File: src/rtl/v2f_seq_pkg.sv
// ---------------------------------------------------------------------------
// v2f_seq_pkg
// Shared definitions for the sequential exponentiation unit and for the
// simulator model on the techmap side.
//   state_e        : FSM states (IDLE, RUN, FIN)
//   WIDTH_MAX      : widest operand the unit supports
//   neg_exp_result : result of A ** B when B is a negative exponent
// ---------------------------------------------------------------------------
package v2f_seq_pkg;

  typedef enum logic [1:0] {
    IDLE = 2'd0,
    RUN  = 2'd1,
    FIN  = 2'd2
  } state_e;

  localparam int WIDTH_MAX = 32;

  // Negative exponent: only |a| == 1 gives a non-zero integer result.
  // 'a' is zero-extended from 'width' bits. The result is returned in
  // WIDTH_MAX bits; callers keep the low 'width' bits.
  function automatic logic [WIDTH_MAX-1:0] neg_exp_result(
    input logic [WIDTH_MAX-1:0] a,
    input logic                 b_odd,
    input logic                 a_signed,
    input int                   width
  );
    logic [WIDTH_MAX-1:0] mask;
    logic [WIDTH_MAX-1:0] a_m;
    logic [WIDTH_MAX-1:0] res;
    mask = {WIDTH_MAX{1'b1}} >> (WIDTH_MAX - width);
    a_m  = a & mask;
    res  = '0;
    if (a_m == WIDTH_MAX'(1)) begin
      res = WIDTH_MAX'(1);
    end else if (a_signed && (a_m == mask)) begin
      // (-1) ** b is -1 for odd b, +1 for even b
      res = b_odd ? mask : WIDTH_MAX'(1);
    end
    return res;
  endfunction

endpackage

File: src/rtl/v2f_pow_step.sv
// ---------------------------------------------------------------------------
// v2f_pow_step
// One square-and-multiply iteration, purely combinational.
//   acc, base  : current accumulator and running square
//   exp_lsb    : current exponent bit; when set the base is folded into acc
//   next_acc   : acc * base if exp_lsb, else acc   (mod 2^WIDTH)
//   next_base  : base * base                       (mod 2^WIDTH)
// ---------------------------------------------------------------------------
module v2f_pow_step
  import v2f_seq_pkg::*;
#(
  parameter int WIDTH = 32
) (
  input  logic [WIDTH-1:0] acc,
  input  logic [WIDTH-1:0] base,
  input  logic             exp_lsb,
  output logic [WIDTH-1:0] next_acc,
  output logic [WIDTH-1:0] next_base
);

  // Operands and results are all WIDTH bits wide, so the products are
  // truncated modulo 2^WIDTH; signed and unsigned bit patterns coincide.
  logic [WIDTH-1:0] prod_acc;

  assign prod_acc  = acc * base;
  assign next_base = base * base;
  assign next_acc  = exp_lsb ? prod_acc : acc;

endmodule

File: src/rtl/v2f_pow_seq.sv
// ---------------------------------------------------------------------------
// v2f_pow_seq
// Multi-cycle Y = A ** B (Verilog $pow semantics, truncated to WIDTH bits)
// using square-and-multiply, one exponent bit per clock.
//   clk    : clock, rising edge
//   rst_n  : asynchronous active-low reset
//   start  : request, only sampled while idle
//   a, b   : base and exponent, captured when start is accepted
//   busy   : high while an operation is in flight (including the done cycle)
//   done   : one-cycle pulse, y is valid in that cycle
//   y      : result, held until the next done
// All outputs come straight from registers.
// ---------------------------------------------------------------------------
module v2f_pow_seq
  import v2f_seq_pkg::*;
#(
  parameter int WIDTH    = 32,
  parameter int A_SIGNED = 1,
  parameter int B_SIGNED = 1
) (
  input  logic             clk,
  input  logic             rst_n,
  input  logic             start,
  input  logic [WIDTH-1:0] a,
  input  logic [WIDTH-1:0] b,
  output logic             busy,
  output logic             done,
  output logic [WIDTH-1:0] y
);

  state_e           state_q;
  logic [WIDTH-1:0] acc_q;
  logic [WIDTH-1:0] base_q;
  logic [WIDTH-1:0] exp_q;
  logic [WIDTH-1:0] y_q;
  logic             done_q;
  logic             busy_q;

  logic [WIDTH-1:0] acc_d;
  logic [WIDTH-1:0] base_d;
  logic [WIDTH-1:0] exp_d;
  logic             b_neg;
  logic [WIDTH_MAX-1:0] neg_y_wide;
  logic [WIDTH-1:0] neg_y;

  v2f_pow_step #(.WIDTH(WIDTH)) u_step (
    .acc       (acc_q),
    .base      (base_q),
    .exp_lsb   (exp_q[0]),
    .next_acc  (acc_d),
    .next_base (base_d)
  );

  assign exp_d = exp_q >> 1;
  assign b_neg = (B_SIGNED != 0) && b[WIDTH-1];

  assign neg_y_wide = neg_exp_result(WIDTH_MAX'(a), b[0], (A_SIGNED != 0), WIDTH);
  assign neg_y      = neg_y_wide[WIDTH-1:0];

  // done and y are loaded on the transition into FIN so that they are
  // registered yet already valid during the FIN cycle itself.
  always_ff @(posedge clk or negedge rst_n) begin
    if (!rst_n) begin
      state_q <= IDLE;
      acc_q   <= '0;
      base_q  <= '0;
      exp_q   <= '0;
      y_q     <= '0;
      done_q  <= 1'b0;
      busy_q  <= 1'b0;
    end else begin
      done_q <= 1'b0;
      case (state_q)
        IDLE: begin
          if (start) begin
            base_q <= a;
            exp_q  <= b;
            acc_q  <= WIDTH'(1);
            busy_q <= 1'b1;
            if (b_neg) begin
              state_q <= FIN;
              done_q  <= 1'b1;
              y_q     <= neg_y;
            end else if (b == '0) begin
              // x ** 0 == 1, including 0 ** 0
              state_q <= FIN;
              done_q  <= 1'b1;
              y_q     <= WIDTH'(1);
            end else begin
              state_q <= RUN;
            end
          end
        end
        RUN: begin
          acc_q  <= acc_d;
          base_q <= base_d;
          exp_q  <= exp_d;
          if (exp_d == '0) begin
            state_q <= FIN;
            done_q  <= 1'b1;
            y_q     <= acc_d;
          end
        end
        FIN: begin
          // start is ignored here; the next request is taken in IDLE
          state_q <= IDLE;
          busy_q  <= 1'b0;
        end
        default: begin
          state_q <= IDLE;
          busy_q  <= 1'b0;
        end
      endcase
    end
  end

  assign busy = busy_q;
  assign done = done_q;
  assign y    = y_q;

endmodule
File: config.mk
export PLATFORM = sky130hd
export DESIGN_NAME = v2f_pow_seq
export DESIGN_NICKNAME = d
export VERILOG_FILES = /design/src/rtl/v2f_seq_pkg.sv /design/src/rtl/v2f_pow_step.sv /design/src/rtl/v2f_pow_seq.sv
export SDC_FILE = /design/constraint.sdc
export NUM_CORES = 2
export LEC_CHECK = 0
export ABC_AREA = 1
export CORE_ASPECT_RATIO = 0.5
export CORE_MARGIN = 1.5
export CORE_UTILIZATION = 60
export CTS_CLUSTER_DIAMETER = 150
export CTS_CLUSTER_SIZE = 8
export DETAILED_ROUTE_END_ITERATION = 6
export PLACE_DENSITY = 0.78
export RECOVER_POWER = 100
export SLEW_MARGIN = 20
export SYNTH_ARGS = -nofsm -noshare
export SYNTH_HDL_FRONTEND = slang
export SYNTH_SLANG_ARGS = --single-unit
File: constraint.sdc
create_clock -name clk -period 10.75 [get_ports clk]
set_input_delay 2.6875 -clock clk [delete_from_list [all_inputs] [get_ports clk]]
set_output_delay 2.6875 -clock clk [all_outputs]
set_load 0.02 [all_outputs]
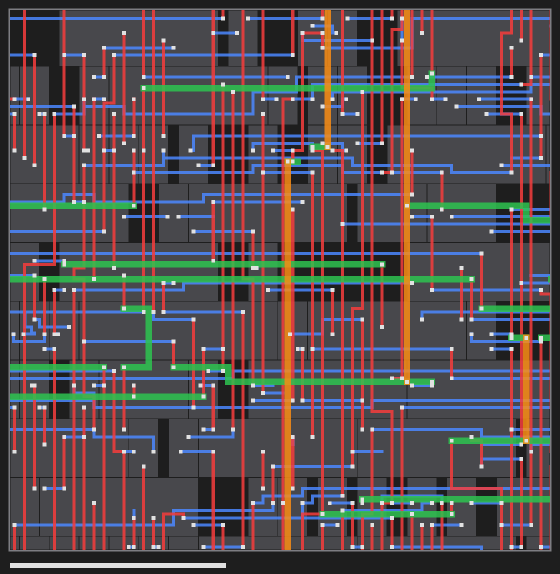
*Layout detail*
Bar = 10 um. Window x 75 to 100, y 32 to 57 um. Cells in gray, sequential cells in the stronger gray; small squares are vias.
layer	color
M2	red
M4	orange
M1	blue
M3	green
cells with their middle in the window	55
most frequent	inv_1 (19), nand2_1 (17), fa_1 (14)
sequential cells in the window	0

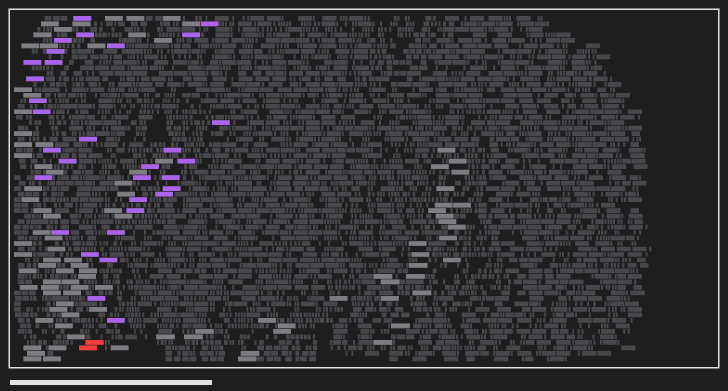
*Register map, names as in the netlist*
Bar = 100 um. Other sequential cells in the stronger gray, the rest of the logic in the fainter gray.
name in the netlist	color	sequential cells
acc_q	purple	32
state_q	red	2
not colored	98

==> results.txt <==
Figures from the implementation reports.

- The run finished, with violations left.
- The checks that failed: DRC, capacitance limit, slew limit.
- The post-synth net total reads 5,687.
- The met3 layer usage reported by global route is 0.0992.
- The skew report gives the latency at the later pin of the worst-skew pair as 470 ps.
- Walking the worst path, the cells encountered are buf_4 -> nand2_1 -> inv_1 -> fa_1 -> inv_1 -> fa_1 -> fa_1 -> inv_1 -> fa_1 -> ha_1 -> ha_1 -> inv_1 -> fa_1 -> inv_1 -> fa_1 -> ha_1 -> a21oi_1 -> o21ai_0 -> a21boi_0 -> o21bai_1 -> a21oi_1 -> xnor2_1 -> o21ai_0 -> o21ai_0.
- The global-route total usage across every layer reads 0.360.
- In this run the number of H-tree levels came out at 4.
- The worst hold margin is 505 ps.
- The number of flip-flops and latches in the synthesized netlist is 132.
- The cell with the most instances after synthesis is sky130_fd_sc_hd__inv_1.
- The finished design was reported to have a net count of 5,641.
- Looking at the setup timing report, the critical path kind is reg2reg.
- Entering global routing, the biggest net connects 80 pins.
- The cell type with the largest total area after synthesis reads sky130_fd_sc_hd__fa_1.
- The detailed router used layers up to and including met5.
- The number of placement rows is 63.
- Once the clock tree was built, the resizer swapped 0 gates to a different size.
- The final-layout non-clock buffer area share is 0.0348.
- The synthesized-area fraction occupied by adder cells reads 0.513.
- The final tally of max-slew violations is 245.
- The length of routed wiring on met1 reads 40,100 um.
- The synthesized chip area reported by yosys is 36,300 um2.
- The die boundary height is 177 um.
- The count of clock tree sinks is 132.
- The root buffer cell chosen for the clock tree is sky130_fd_sc_hd__clkbuf_16.
- The kind of cell with the highest combined delay along the critical path is adder cells.
- The count of plain and timing-repair buffers reads 147.
- Buffers added to address setup during post-CTS repair amount to 0.
- The final antenna diode tally reported by the flow is 6.
- The instance tally after logic synthesis reads 4,597.
- The worst-margin pin slew reads 5180 ps.
- The clock tree from TritonCTS reads built.
- Wire segments on met2 add up to 46,900 um in the final route.
- The clock distribution area overhead in the final layout reads 0.0148.
- Detailed placement finished with a half-perimeter wire length of 80,600 um.
- The non-clock inverter total of the final layout is 1,385.
- The most common cell type on the critical path reads sky130_fd_sc_hd__fa_1.
- The number of max-cap violations is 5.
- The termination of the worst setup path is acc_q[22].
- Per the detail_route report, DRC violations left total 16.
- In the finished layout, the clock tree contains a buffer count of 18.
- Once layout is complete, the utilization of the core stands at 0.645.
- The post-detailed-route count of antenna-violating nets reads 0.
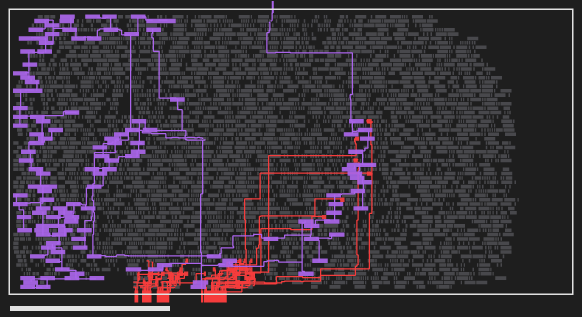
*Port wiring*
Bar = 100 um.
port	color	bits	direction	edge	end cells	buffers	wire
rst_n	purple	1	input	top	132	2	1,690 um
a	red	32	input	bottom	46	32	1,780 um

